<file path="config.mk">
export PLATFORM = sky130hd
export DESIGN_NAME = iobus_uart_tx_flat
export DESIGN_NICKNAME = d
export VERILOG_FILES = /design/src/rtl/iobus_uart_tx_if.sv /design/src/rtl/iobus_uart_tx.sv /design/src/flat_wrapper.sv
export SDC_FILE = /design/constraint.sdc
export NUM_CORES = 1
export LEC_CHECK = 0
export CAP_MARGIN = 5
export CORE_UTILIZATION = 36
export DETAILED_ROUTE_END_ITERATION = 16
export GPL_ROUTABILITY_DRIVEN = 0
export PLACE_DENSITY = 0.81
export SYNTH_ARGS = -nofsm -noshare
export SYNTH_HDL_FRONTEND = slang
export SYNTH_SLANG_ARGS = --single-unit
</file>
<file path="constraint.sdc">
create_clock -name CLK -period 1.8 [get_ports CLK]
set_clock_uncertainty 0.1 [all_clocks]
set_input_delay 0.36 -clock CLK [delete_from_list [all_inputs] [get_ports CLK]]
set_output_delay 0.36 -clock CLK [all_outputs]
set_load 0.01 [all_outputs]
</file>
<file path="src/rtl/iobus_uart_tx_if.sv">
// OTTER IOBUS bundle as seen by a memory-mapped peripheral.
// The CPU side drives address, write data and strobe. The peripheral returns a read-back word.
interface iobus_uart_tx_if;
  logic [31:0] IOBUS_ADDR;
  logic [31:0] IOBUS_OUT;
  logic        IOBUS_WR;
  logic [31:0] RD_DATA;

  modport master (
    output IOBUS_ADDR,
    output IOBUS_OUT,
    output IOBUS_WR,
    input  RD_DATA
  );

  modport slave (
    input  IOBUS_ADDR,
    input  IOBUS_OUT,
    input  IOBUS_WR,
    output RD_DATA
  );
endinterface

</file>
<file path="src/rtl/iobus_uart_tx.sv">
// Memory-mapped 8N1 UART transmitter for the OTTER IOBUS.
// A one-deep holding register feeds a shift register.
// The status word {ovf, hold_full, busy_shift} is returned on RD_DATA for polling.
module iobus_uart_tx #(
  parameter int          CLK_HZ  = 50_000_000,
  parameter int          BAUD    = 115200,
  parameter logic [31:0] DATA_AD = 32'h11000060,
  parameter logic [31:0] STAT_AD = 32'h11000064
) (
  input  logic             CLK,
  input  logic             RST,
  iobus_uart_tx_if.slave   bus,
  output logic             TX,
  output logic             BUSY
);

  localparam int DIV   = CLK_HZ / BAUD;
  localparam int CNT_W = $clog2(DIV);
  localparam logic [CNT_W-1:0] CNT_LAST = CNT_W'(DIV - 1);

  typedef enum logic [1:0] {IDLE, START, DATA, STOP} state_t;

  state_t           state;
  logic [7:0]       hold;
  logic             hold_full;
  logic [7:0]       shift;
  logic [2:0]       bit_idx;
  logic [CNT_W-1:0] baud_cnt;
  logic             ovf;
  logic             tx_r;

  logic busy_shift;
  logic baud_last;
  logic load;
  logic wr_data;
  logic wr_stat;
  logic accept;
  logic ovf_set;
  logic ovf_clr;
  logic unused_bits;

  assign busy_shift = (state != IDLE);
  assign baud_last  = busy_shift && (baud_cnt == CNT_LAST);
  assign load       = hold_full && ((state == IDLE) || ((state == STOP) && baud_last));

  assign wr_data = bus.IOBUS_WR && (bus.IOBUS_ADDR == DATA_AD);
  assign wr_stat = bus.IOBUS_WR && (bus.IOBUS_ADDR == STAT_AD);
  // A load frees the holding register in the same cycle, so a write on that edge is accepted.
  assign accept  = wr_data && (!hold_full || load);
  assign ovf_set = wr_data && hold_full && !load;
  assign ovf_clr = wr_stat && bus.IOBUS_OUT[2];

  assign bus.RD_DATA = (bus.IOBUS_ADDR == STAT_AD) ? {29'b0, ovf, hold_full, busy_shift} : 32'b0;
  assign TX          = tx_r;
  assign BUSY        = busy_shift | hold_full;
  assign unused_bits = ^bus.IOBUS_OUT[31:8];

  // Holding register: filled by CPU writes and emptied when the shifter takes the byte.
  always_ff @(posedge CLK or posedge RST) begin
    if (RST) begin
      hold      <= 8'h00;
      hold_full <= 1'b0;
    end else if (accept) begin
      hold      <= bus.IOBUS_OUT[7:0];
      hold_full <= 1'b1;
    end else if (load) begin
      hold_full <= 1'b0;
    end
  end

  // Sticky overflow flag. A set in the same cycle as a clear takes priority.
  always_ff @(posedge CLK or posedge RST) begin
    if (RST) begin
      ovf <= 1'b0;
    end else if (ovf_set) begin
      ovf <= 1'b1;
    end else if (ovf_clr) begin
      ovf <= 1'b0;
    end
  end

  // Frame FSM: baud timing, bit shifting and the registered TX line.
  always_ff @(posedge CLK or posedge RST) begin
    if (RST) begin
      state    <= IDLE;
      shift    <= 8'h00;
      bit_idx  <= 3'd0;
      baud_cnt <= '0;
      tx_r     <= 1'b1;
    end else if (load) begin
      shift    <= hold;
      state    <= START;
      baud_cnt <= '0;
      bit_idx  <= 3'd0;
      tx_r     <= 1'b0;
    end else begin
      case (state)
        IDLE: begin
          baud_cnt <= '0;
          tx_r     <= 1'b1;
        end
        START: begin
          if (baud_last) begin
            state    <= DATA;
            bit_idx  <= 3'd0;
            baud_cnt <= '0;
            tx_r     <= shift[0];
          end else begin
            baud_cnt <= baud_cnt + 1'b1;
          end
        end
        DATA: begin
          if (baud_last) begin
            baud_cnt <= '0;
            shift    <= shift >> 1;
            bit_idx  <= bit_idx + 3'd1;
            if (bit_idx == 3'd7) begin
              state <= STOP;
              tx_r  <= 1'b1;
            end else begin
              tx_r  <= shift[1];
            end
          end else begin
            baud_cnt <= baud_cnt + 1'b1;
          end
        end
        STOP: begin
          if (baud_last) begin
            state    <= IDLE;
            baud_cnt <= '0;
            tx_r     <= 1'b1;
          end else begin
            baud_cnt <= baud_cnt + 1'b1;
          end
        end
        default: begin
          state    <= IDLE;
          baud_cnt <= '0;
          tx_r     <= 1'b1;
        end
      endcase
    end
  end

endmodule
</file>
<file path="src/flat_wrapper.sv">
// flat-port wrapper written by rule: the top's interface ports become plain ports
module iobus_uart_tx_flat 
#(
  parameter int          CLK_HZ  = 50_000_000,
  parameter int          BAUD    = 115200,
  parameter logic [31:0] DATA_AD = 32'h11000060,
  parameter logic [31:0] STAT_AD = 32'h11000064
)
  (CLK, RST, TX, BUSY, bus_IOBUS_ADDR, bus_IOBUS_OUT, bus_IOBUS_WR, bus_RD_DATA);
  iobus_uart_tx_if bus_i ();
  input  logic CLK;
  input  logic RST;
  output logic TX;
  output logic BUSY;
  input wire logic [$bits(bus_i.IOBUS_ADDR)-1:0] bus_IOBUS_ADDR;
  input wire logic [$bits(bus_i.IOBUS_OUT)-1:0] bus_IOBUS_OUT;
  input wire logic [$bits(bus_i.IOBUS_WR)-1:0] bus_IOBUS_WR;
  output wire logic [$bits(bus_i.RD_DATA)-1:0] bus_RD_DATA;
  assign bus_i.IOBUS_ADDR = bus_IOBUS_ADDR;
  assign bus_i.IOBUS_OUT = bus_IOBUS_OUT;
  assign bus_i.IOBUS_WR = bus_IOBUS_WR;
  assign bus_RD_DATA = bus_i.RD_DATA;
  iobus_uart_tx #(.CLK_HZ(CLK_HZ), .BAUD(BAUD), .DATA_AD(DATA_AD), .STAT_AD(STAT_AD)) u_core (.CLK(CLK), .RST(RST), .bus(bus_i), .TX(TX), .BUSY(BUSY));
endmodule
</file>
==> job_summary.md, run 1 <==
## PnR job results

| Metric | Value |
|---|---|
| Fin worst setup slack | -0.0860 ns |
| Leakage | 0.00139 uW |
| Crit end category | register |
| Routed Antenna Nets | 0 |
| Share of post-route cells with drive strength above 1 | 38.8% |
| Fin Setup TNS | -0.569 ns |
| Distinct lib cells | 40 |
| CP endpoint | u_core.bit_idx[0] |
| Top cells by count, synth | dfrtp_1, buf_4, nor2_1 |
| Yosys top cell by instances | dfrtp_1 |
| Setup-failing EPs final | 16 |
| Final Hold Vio Count | 0 |
| Yosys Instances | 201 |
| Violated checks | setup timing |
| Biggest area cells | dfrtp_1, buf_4, ha_1 |
| First-pass GRT wire length | 7.82 mm |
| Registers, synthesis | 33 |
| Total power | 1430 uW |
| Remaining DRCs | 0 |
| CTS max path bufs | 2 |
| Status | finished with violations |
| Period utilization | 105% |
| N_diodes | 0 |
| Sequential share of the synthesized area | 41.7% |
| VDD IR max | 0.407 mV |
| Clk sinks | 33 |
| Tool warnings | 59 |
run 1: sequential cells by signal (all words and copies together), names as in the netlist:
| name | flops |
|---|---|
| u_core.TX | 1 |
| u_core.baud_cnt | 9 |
| u_core.bit_idx | 3 |
| u_core.hold | 8 |
| u_core.hold_full | 1 |
| u_core.ovf | 1 |
| u_core.shift | 8 |
| u_core.state | 2 |
run 1: layer usage:
| metal | track usage [%] | share of wire, % | vias to the layer above |
|---|---|---|---|
| met5 | 0 | 0 | - |
| met2 | 28.5 | 53 | 49 |
| met4 | 8.46 | 3.6 | 0 |
| li1 | - | - | 820 |
| met1 | 20.0 | 41 | 788 |
| met3 | 3.95 | 3.2 | 20 |
run 1: placed cells by master (no fill, tap or decap), types with 3 or more instances in the layout:
cell | netlist | layout
a22o_1 | 3 | 3
a21oi_2 | 1 | 3
conb_1 | 1 | 29
clkdlybuf4s50_1 | 0 | 11
ha_2 | 0 | 3
buf_2 | 1 | 17
buf_4 | 29 | 33
inv_2 | 0 | 3
nand2_1 | 16 | 16
ha_1 | 10 | 6
a21oi_1 | 5 | 3
clkbuf_8 | 0 | 5
dfrtp_1 | 32 | 32
nor4_2 | 0 | 4
o21ai_0 | 12 | 5
nand3_1 | 6 | 5
nand4_1 | 3 | 3
mux2_4 | 0 | 8
xnor2_1 | 4 | 4
clkdlybuf4s15_1 | 0 | 8
buf_6 | 0 | 9
inv_1 | 12 | 9
o21ai_1 | 2 | 7
nor2_1 | 17 | 15
mux2i_1 | 7 | 7
run 1: cell type report:
type / count / area (sq um)
repair buffers: 82 / 652
well taps: 70 / 87.6
inverters: 12 / 45.0
clock buffers: 5 / 68.8
fillers: 454 / 2300
clock inverters: 3 / 17.5
flip-flops and latches: 33 / 827
multi-input cells: 154 / 1200
run 1: what timing repair did:
item	4_1_cts	5_1_grt
resized	125	36
cloned	0	0
pin swaps	22	20
buffers inserted	10	4
endpoints found under the setup margin	26	26
run 1: logic make-up (layout without fill, tap and decap cells):
family | count (synthesis) | in the layout | share of synthesized area, %
AND-OR/OR-AND | 31 | 31 | 9.89
XOR/XNOR | 6 | 6 | 2.65
adder cells (fa/ha/maj) | 10 | 10 | 6.30
buffers and inverters | 42 | 102 | 13.5
flip-flops | 33 | 33 | 41.7
multiplexers | 16 | 16 | 8.63
other | 1 | 29 | 0.189
AND/OR/NAND/NOR | 62 | 62 | 17.2
run 1: power by group:
part | switching, uW | total [uW] | internal (uW) | leakage [uW]
clock network | 280 | 546 | 266 | 0.0000439
logic | 71.8 | 146 | 74.5 | 0.000887
registers | 0.0000140 | 741 | 741 | 0.000458
total | 352 | 1430 | 1080 | 0.00139
run 1: critical path, delay by kind of cell (launching register included):
| kind | cells | cell delay [ns] |
|---|---|---|
| AND-OR/OR-AND | 1 | 0.19 |
| buffers and inverters | 1 | 0.18 |
| flip-flops | 1 | 0.43 |
| multiplexers | 1 | 0.25 |
| AND/OR/NAND/NOR | 3 | 0.63 |
### Track usage over the die, run 1

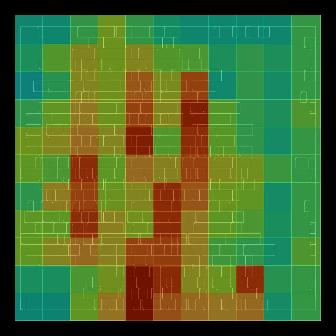
met1 GRT Util: 20.0%
met2 usage: 28.5%
Wirelength per Cell: 13.1 um

### Signal wires on met3, run 1

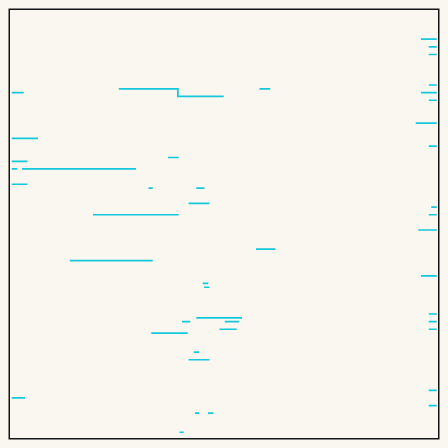
- share of all routed wire: 3.2%
- longest straight run: 20.0 um
- nets with wire on the layer: 34
- main direction: horizontal
final wirelength: 4.69 mm
met3 Track Usage GR: 3.95%
Vias: 1677

### The metal 4 layer, run 1

Bar = 20 um. Supply wires on this layer in grey.
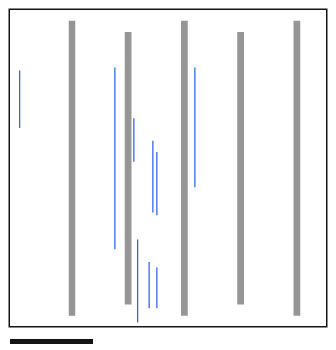
- longest straight run: 43.5 um
- nets with wire on the layer: 9
- wire length on this layer: 168 um
- main direction: vertical
- share of all routed wire: 3.6%

## Run 2: what changed since run 1
CORE_ASPECT_RATIO = 1.75   (was unset)
### Track usage over the die, run 2

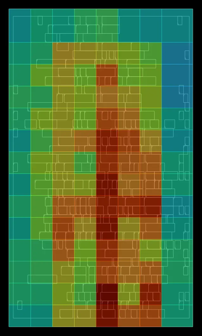
Wirelength per Cell: 13.7 um
met1 GRT Util: 18.1%
Global Route Usage Sum: 17.4%

### The metal 2 layer, run 2

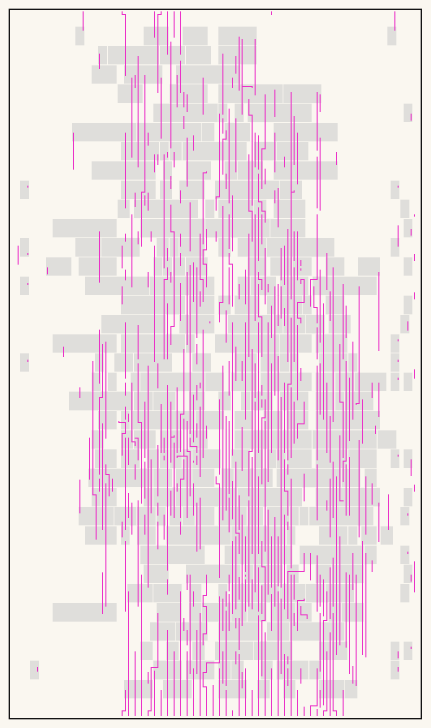
- main direction: vertical
- share of all routed wire: 59%
met2 usage: 32.7%
Vias: 1722
final wirelength: 4.96 mm

### The metal 1 layer, run 2

Bar = 20 um. Supply wires on this layer in grey.
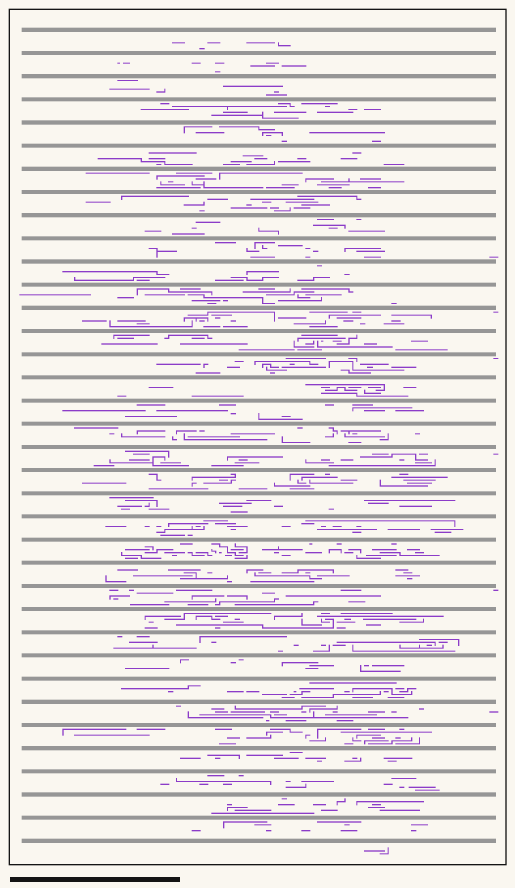
- longest straight run: 17.5 um
- main direction: horizontal
- wire length on this layer: 1790 um
- share of all routed wire: 36%

==> job_summary.md, run 2 <==
## PnR job results

| Metric | Value |
|---|---|
| Status | finished with violations |
| Violated checks | setup timing |
| Filler cell count | 451 (-0.66%) |
| Largest Register | u_core.baud_cnt |
| Tool warnings | 59 (unchanged) |
| Leakage | 0.00141 uW (+1.8%) |
| Fin Setup TNS | -0.503 ns (+0.0655 ns) |
| Final Hold Vio Count | 0 (unchanged) |
| Setup-failing EPs final | 14 (-2) |
| Biggest regs | u_core.baud_cnt x9, u_core.hold x8, u_core.shift x8 |
| Comb gate area | 0.00127 sq mm (+5.7%) |
| Period utilization | 108% (+2.9 points) |
| Clk sinks | 33 (unchanged) |
| FF+latch area | 827 sq um (unchanged) |
| Comb pwr share | 10.3% (about the same) |
| Remaining DRCs | 0 (unchanged) |
| N_diodes | 0 (unchanged) |
| Most common logic cells in the final layout | dfrtp_1, conb_1, buf_4 |
| Sequential share of the synthesized area | 41.7% (unchanged) |
| Met3 Track Usage GR | 3.09% (-0.86 points) |
| Fin worst setup slack | -0.139 ns (-0.0528 ns) |
==> run 2: final cells by class <==
cell class                 instances  area share, %
inverter                          12           1.50
clock buffer                       5           2.29
timing repair buffer              82           22.5
multi-input combinational        154           42.5
tap                               74           3.09
sequential                        33           27.6
clock inverter                     3          0.584
==> run 2: per-layer routing <==
| metal | wire [um] | share of wire, % |
|---|---|---|
| met5 | 0 | 0 |
| met1 | 1790 | 36 |
| met3 | 154 | 3.1 |
| met2 | 2910 | 59 |
| met4 | 109 | 2.2 |
==> run 2: cells by family (layout without fill, tap and decap cells) <==
| family | count (synthesis) | count (layout) | share of synthesized area (%) |
|---|---|---|---|
| simple gates | 62 | 62 | 17.2 |
| mux | 16 | 16 | 8.63 |
| other cells | 1 | 29 | 0.189 |
| compound gates | 31 | 31 | 9.89 |
| xor+xnor | 6 | 6 | 2.65 |
| fa+ha+maj | 10 | 10 | 6.30 |
| buf+inv | 42 | 102 | 13.5 |
| flops | 33 | 33 | 41.7 |
==> run 2: final timing paths <==
kind,from,endpoint,depth (start not counted)
setup / recovery,bus_IOBUS_ADDR[14],bus_RD_DATA[0],8
hold / removal,RST,u_core.hold[7],3
setup reg to reg,u_core.baud_cnt[6],u_core.state[1],5
hold reg to reg,u_core.hold[3],u_core.shift[3],2
max in group asynchronous,RST,u_core.TX,3
min in group CLK,u_core.hold[3],u_core.shift[3],2
==> run 2: what timing repair did <==
action | CTS | global route
resized | 160 | 28
endpoints found under the setup margin | 27 | 27
setup buffers | 11 | 6
pin swaps | 21 | 21
==> run 2: tightest hold or removal path, cell delays in order <==
cell and delay, ns:
clkdlybuf4s50_1 0.40, inv_1 0.09, buf_12 0.20
==> run 2: power groups by stage <==
stage	clock network (uW)	logic [uW]	registers (uW)
4_1_cts	563	147	741
3_5_place_dp	0	152	755
2_1_floorplan	0	91.1	755
3_3_place_gp	0	148	755
5_1_grt	592	163	741
6_report	549	148	741
==> run 2: metrics by stage <==
| step | area, sq um | setup slack, ns | hold slack, ns |
|---|---|---|---|
| final | 3000 | -0.139 | 0.306 |
| after global routing | 3000 | -0.196 | 0.351 |
| after CTS | 2870 | -0.109 | 0.316 |
| after detailed placement | 2620 | -0.862 | 0.368 |
| after global placement | 2620 | -0.790 | 0.363 |
| after floorplan | 2110 | -0.0264 | 0.344 |
Power figures rest on the tool's default switching activity, not on a simulated workload.
